--- config.mk ---
export PLATFORM = sky130hd
export DESIGN_NAME = regbank_we_sequencer_flat
export DESIGN_NICKNAME = d
export VERILOG_FILES = /design/src/rtl/regbank_pkg.sv /design/src/rtl/regbank_we_sequencer_if.sv /design/src/rtl/regbank_onehot_dec.sv /design/src/rtl/regbank_we_sequencer.sv /design/src/flat_wrapper.sv
export SDC_FILE = /design/constraint.sdc
export NUM_CORES = 1
export LEC_CHECK = 0
export ABC_AREA = 1
export CAP_MARGIN = 20
export CORE_MARGIN = 3
export CORE_UTILIZATION = 31
export DETAILED_ROUTE_END_ITERATION = 8
export PLACE_DENSITY = 0.58
export SYNTH_ARGS = -nofsm -noshare
export SYNTH_HDL_FRONTEND = slang
export SYNTH_SLANG_ARGS = --single-unit
--- constraint.sdc ---
create_clock -name clk -period 1.7 [get_ports clk]
set_input_delay 0.17 -clock clk [delete_from_list [all_inputs] [get_ports clk]]
set_output_delay 0.17 -clock clk [all_outputs]
set_load 0.01 [all_outputs]
--- src/rtl/regbank_pkg.sv ---
// rtl/regbank_pkg.sv - shared types and helpers for the register-bank write-enable sequencer
// Contents: FSM state encoding, default address width, one-hot helper.
package regbank_pkg;

  localparam int DEFAULT_ADDR_W = 4;
  localparam int DEFAULT_DEPTH  = 2 ** DEFAULT_ADDR_W;

  typedef enum logic {
    IDLE  = 1'b0,
    SWEEP = 1'b1
  } state_t;

  // One-hot expansion of an address at the default bank size.
  function automatic logic [DEFAULT_DEPTH-1:0] onehot(input logic [DEFAULT_ADDR_W-1:0] addr);
    logic [DEFAULT_DEPTH-1:0] v;
    v       = '0;
    v[addr] = 1'b1;
    return v;
  endfunction

endpackage

--- src/rtl/regbank_we_sequencer_if.sv ---
// rtl/regbank_we_sequencer_if.sv - request/enable bundle between requester and enable sequencer
// Signals:
//   wr_valid, wr_addr   requester -> sequencer  write request
//   wr_ready            sequencer -> requester  request accepted this cycle
//   clr_req             requester -> sequencer  start bulk clear
//   err_clr             requester -> sequencer  clear sticky protection error
//   en_out              sequencer -> bank       one-hot write enable (registered)
//   clr_sel             sequencer -> bank       select zero write data (registered)
//   busy                sequencer -> requester  sweep in progress (registered)
//   prot_err            sequencer -> requester  sticky protected-write error
import regbank_pkg::*;

interface regbank_we_sequencer_if #(
  parameter int ADDR_W = DEFAULT_ADDR_W
);
  localparam int DEPTH = 2 ** ADDR_W;

  logic              wr_valid;
  logic [ADDR_W-1:0] wr_addr;
  logic              wr_ready;
  logic              clr_req;
  logic              err_clr;
  logic [DEPTH-1:0]  en_out;
  logic              clr_sel;
  logic              busy;
  logic              prot_err;

  modport master (
    output wr_valid, wr_addr, clr_req, err_clr,
    input  wr_ready, en_out, clr_sel, busy, prot_err
  );

  modport slave (
    input  wr_valid, wr_addr, clr_req, err_clr,
    output wr_ready, en_out, clr_sel, busy, prot_err
  );

endinterface

--- src/rtl/regbank_onehot_dec.sv ---
// rtl/regbank_onehot_dec.sv - combinational address-to-one-hot decoder with protect-mask gate
// Ports:
//   addr  in   ADDR_W  register index to decode
//   en    out  DEPTH   one-hot enable, zero when addr is protected
//   prot  out  1       addr is a protected register
import regbank_pkg::*;

module regbank_onehot_dec #(
  parameter int                    ADDR_W       = DEFAULT_ADDR_W,
  parameter logic [2**ADDR_W-1:0]  PROTECT_MASK = '0
) (
  input  logic [ADDR_W-1:0]   addr,
  output logic [2**ADDR_W-1:0] en,
  output logic                prot
);

  localparam int DEPTH = 2 ** ADDR_W;

  logic [DEPTH-1:0] raw;

  always_comb begin
    raw       = '0;
    raw[addr] = 1'b1;
  end

  assign prot = PROTECT_MASK[addr];
  assign en   = raw & ~PROTECT_MASK;

endmodule

--- src/rtl/regbank_we_sequencer.sv ---
// rtl/regbank_we_sequencer.sv - write-enable generator with write protection and bulk-clear sweep
// Ports:
//   clk  in   system clock, rising edge
//   rst  in   synchronous active-high reset
//   bus  slave modport of regbank_we_sequencer_if (request, enable, status signals)
import regbank_pkg::*;

module regbank_we_sequencer #(
  parameter int                   ADDR_W       = DEFAULT_ADDR_W,
  parameter logic [2**ADDR_W-1:0] PROTECT_MASK = '0
) (
  input  logic                   clk,
  input  logic                   rst,
  regbank_we_sequencer_if.slave  bus
);

  localparam int                DEPTH = 2 ** ADDR_W;
  localparam logic [ADDR_W-1:0] LAST  = ADDR_W'(DEPTH - 1);

  state_t            state;
  logic [ADDR_W-1:0] cnt;        // index whose enable is currently on en_q
  logic [DEPTH-1:0]  en_q;
  logic              clr_sel_q;
  logic              busy_q;
  logic              prot_err_q;

  logic [ADDR_W-1:0] cnt_next;
  logic [ADDR_W-1:0] dec_addr;
  logic [DEPTH-1:0]  dec_en;
  logic              dec_prot;
  logic              wr_ready_c;

  assign cnt_next   = cnt + ADDR_W'(1);
  assign wr_ready_c = (state == IDLE) && !bus.clr_req;

  // The single decoder serves both paths: the requested address in IDLE,
  // and the sweep index (entry 0 on the start edge, then the next index)
  // so that en_out, clr_sel and busy line up cycle for cycle.
  always_comb begin
    dec_addr = bus.wr_addr;
    if (state == SWEEP)
      dec_addr = cnt_next;
    else if (bus.clr_req)
      dec_addr = '0;
  end

  regbank_onehot_dec #(
    .ADDR_W       (ADDR_W),
    .PROTECT_MASK (PROTECT_MASK)
  ) u_dec (
    .addr (dec_addr),
    .en   (dec_en),
    .prot (dec_prot)
  );

  always_ff @(posedge clk) begin
    if (rst) begin
      state      <= IDLE;
      cnt        <= '0;
      en_q       <= '0;
      clr_sel_q  <= 1'b0;
      busy_q     <= 1'b0;
      prot_err_q <= 1'b0;
    end else begin
      en_q      <= '0;
      clr_sel_q <= 1'b0;

      // Clear first so a same-cycle protected write below overrides it.
      if (bus.err_clr)
        prot_err_q <= 1'b0;

      case (state)
        IDLE: begin
          if (bus.clr_req) begin
            state     <= SWEEP;
            cnt       <= '0;
            busy_q    <= 1'b1;
            clr_sel_q <= 1'b1;
            en_q      <= dec_en;
          end else if (bus.wr_valid) begin
            en_q <= dec_en;
            if (dec_prot)
              prot_err_q <= 1'b1;
          end
        end

        SWEEP: begin
          if (cnt == LAST) begin
            state  <= IDLE;
            cnt    <= '0;
            busy_q <= 1'b0;
          end else begin
            cnt       <= cnt_next;
            clr_sel_q <= 1'b1;
            en_q      <= dec_en;
          end
        end

        default: begin
          state  <= IDLE;
          cnt    <= '0;
          busy_q <= 1'b0;
        end
      endcase
    end
  end

  assign bus.wr_ready = wr_ready_c;
  assign bus.en_out   = en_q;
  assign bus.clr_sel  = clr_sel_q;
  assign bus.busy     = busy_q;
  assign bus.prot_err = prot_err_q;

endmodule

--- src/flat_wrapper.sv ---
// flat-port wrapper written by rule: the top's interface ports become plain ports
module regbank_we_sequencer_flat 
#(
  parameter int                   ADDR_W       = DEFAULT_ADDR_W,
  parameter logic [2**ADDR_W-1:0] PROTECT_MASK = '0
)
  (clk, rst, bus_wr_valid, bus_wr_addr, bus_clr_req, bus_err_clr, bus_wr_ready, bus_en_out, bus_clr_sel, bus_busy, bus_prot_err);
  regbank_we_sequencer_if #(.ADDR_W(ADDR_W)) bus_i ();
  input  logic clk;
  input  logic rst;
  input wire logic [$bits(bus_i.wr_valid)-1:0] bus_wr_valid;
  input wire logic [$bits(bus_i.wr_addr)-1:0] bus_wr_addr;
  input wire logic [$bits(bus_i.clr_req)-1:0] bus_clr_req;
  input wire logic [$bits(bus_i.err_clr)-1:0] bus_err_clr;
  output wire logic [$bits(bus_i.wr_ready)-1:0] bus_wr_ready;
  output wire logic [$bits(bus_i.en_out)-1:0] bus_en_out;
  output wire logic [$bits(bus_i.clr_sel)-1:0] bus_clr_sel;
  output wire logic [$bits(bus_i.busy)-1:0] bus_busy;
  output wire logic [$bits(bus_i.prot_err)-1:0] bus_prot_err;
  assign bus_i.wr_valid = bus_wr_valid;
  assign bus_i.wr_addr = bus_wr_addr;
  assign bus_i.clr_req = bus_clr_req;
  assign bus_i.err_clr = bus_err_clr;
  assign bus_wr_ready = bus_i.wr_ready;
  assign bus_en_out = bus_i.en_out;
  assign bus_clr_sel = bus_i.clr_sel;
  assign bus_busy = bus_i.busy;
  assign bus_prot_err = bus_i.prot_err;
  regbank_we_sequencer #(.ADDR_W(ADDR_W), .PROTECT_MASK(PROTECT_MASK)) u_core (.clk(clk), .rst(rst), .bus(bus_i));
endmodule
### Clock distribution

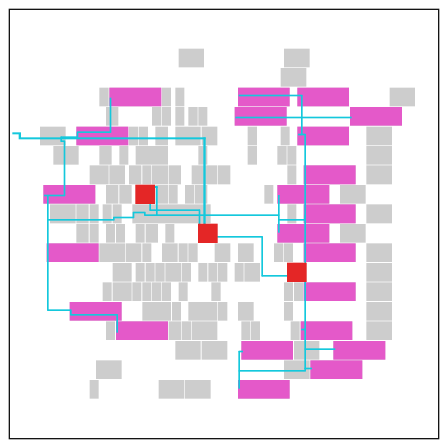
[magenta] flip-flops | count: 22
[red] clock-net drivers | count: 3
[cyan] clock wires | length: 256 microns
routed clock nets: 4

### Floorplan with the power grid

Pins as bars on the die edge. Tap cells in gray.
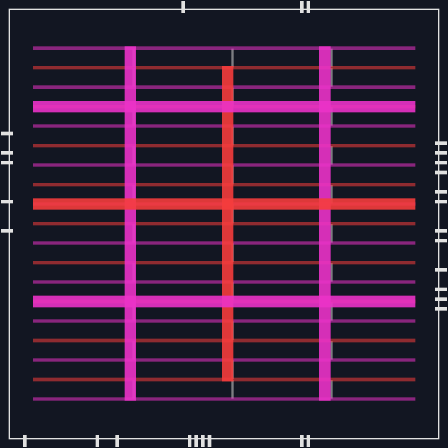
| color | net |
|---|---|
| magenta | VSS |
| red | VDD |
met1 rails: 19
met4 straps: 3
met5 straps: 3
rows: 18
signal pins: 29

### Placed cells, one color a class

The bar under the picture is 20 microns long.
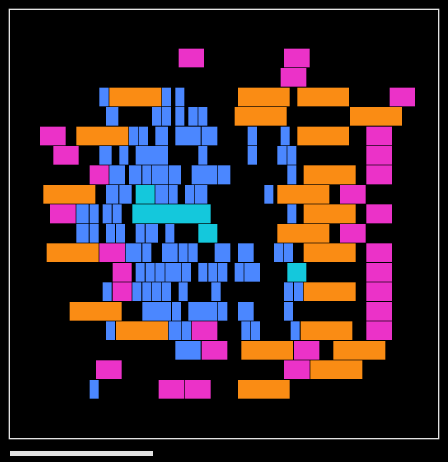
| color | class | cells | share of their area |
|---|---|---|---|
| magenta | remaining buffers and delay cells | 29 | 23% |
| orange | registers | 22 | 37% |
| blue | remaining logic cells | 92 | 36% |
| cyan | clock drivers and dummy loads | 4 | 4.4% |

### Track usage over the die

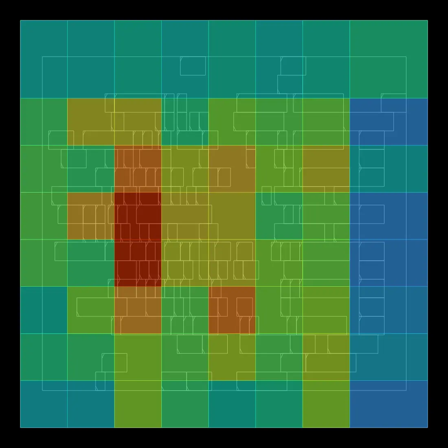
grt met2 use: 18.5%
GRT met1 Usage: 14.5%
met3 usage: 3.89%

### Where the registers sit

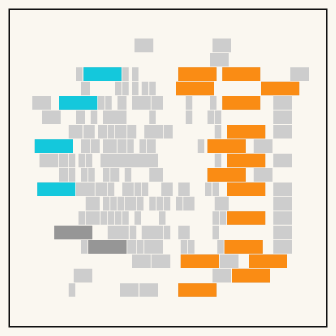
| color | name in the netlist | flops |
|---|---|---|
| cyan | `u_core.cnt` | 4 |
| orange | `u_core.bus.en_out` | 16 |
post-layout util: 47.6%
FF/Latch Area: 440 sq um

==> job_summary.md <==
### Metrics collected by this job

| Metric | Value |
|---|---|
| Worst vdd ir | a little over 0.5 mV |
| Final Hold Viols | 0 |
| Ys cells | between 100 and 150 |
| Synth warn | 0 |
| Largest net degree at the start of global routing | 14 |
| F_max | 0.617 GHz |
| PD cells | around 870 nW/um^2 |
| Final setup viols | 0 |
| Final GP Congestion | ~0.87 |
| Final Critical Period | roughly 1.6 ns |
| DR WL met2 | approximately 900 microns |
| Xor/xnor share | 0% |
| Switching Fraction | between 20 and 25% |
| Path depth of the worst reg2reg path | 7 |
| Netlist cell types | 17 |
| Total track usage | 11.7% |
| Worst setup margin | roughly 0.080 ns |
| Antenna viol nets, final | 0 |
| Worst setup startpoint | u_core.state |
| Yosys aoi share | under 10% |
| Ports | 29 |
| CTS clk-pin slew, worst paths | around 0.12 ns |
| First-pass GRT wire length | about 3100 microns |
| CP Launch Type | flip-flop |
| Dominant kind of combinational cell | simple AND/OR/NAND/NOR gates |
| GR Overflow Total | 0 |
| Reg power frac | around 50% |
| Mapped cell area | around 890 sq um |
| Hpwl dp | approximately 1500 microns |
| Dpl cell area | ~1200 sq um |
| Chip Area, Yosys | 895 sq um |
| Setup WS pre-CTS | between 0.1 and 0.15 ns |
| Final Instance Area | 1240 sq um |
| Hold EP | u_core.cnt[0] |
| Initial DRC Count | 14 |
| Finished Layout Cells | roughly 180 |
| Max-Cap Viols | 0 |
| Clk latency late pin | 0.31 ns |
| Final wirelength | around 1900 microns |
| Setup Crit Path Kind | flip-flop to output pin |
| Crit path largest cell delay | approximately 0.6 ns |
| Leak pwr | between 0.5 and 0.6 nW |
| Combinational power | about 150 uW |
| Worst hold margin | between 0.5 and 0.6 ns |
| Synth Register Bits | 22 |
| Max power group | registers |
| Top routing layer in use | met4 |
| Length of the first detailed-routing pass in iterations | 4 |
| DRC violations left | 0 |
| Final Max Slew Viols | 0 |
| Vias in the first global route | approximately 720 |
| Outcome | complete, no violations |
| Sequential logic power | 542 uW |
| Mean number of vias per cell | between 4 and 5 |
| CP cell instances | clkdlybuf4s50_1 |
| # fillers | approximately 280 |
| Clock buffer depth | 2 |
| Setup Fix Bufs, Post-CTS | 0 |
| CP top delay family | buffers and inverters |
| Worst reg-to-reg setup slack | approximately 0.3 ns |
| Hold Crit Depth | 2 |
| Core Footprint | 2610 sq um |
[synthesized netlist by cell type]
cell type / n / share of area, %
a21oi_1: 5 / 2.8
dfxtp_1: 22 / 49
buf_6: 1 / 1.3
nor2_1: 22 / 9.2
inv_1: 12 / 5.0
nor2_4: 2 / 2.5
nor2_2: 1 / 0.70
nand4_1: 3 / 2.1
nor3_2: 1 / 1.1
nand3_1: 9 / 5.0
buf_4: 1 / 0.84
nand2_2: 6 / 4.2
nand3_2: 2 / 2.2
buf_2: 1 / 0.56
conb_1: 1 / 0.42
ha_1: 1 / 1.4
nand2_1: 27 / 11
[final cells by class]
class                      instances  share of cell area [%]
clock buffer                       3                    1.81
clock inverter                     1                    2.41
inverter                          12                    3.62
multi-input combinational         80                    31.0
sequential                        22                    35.4
tap                               30                    3.02
timing repair buffer              29                    22.7
Power figures rest on the tool's default switching activity, not on a simulated workload.
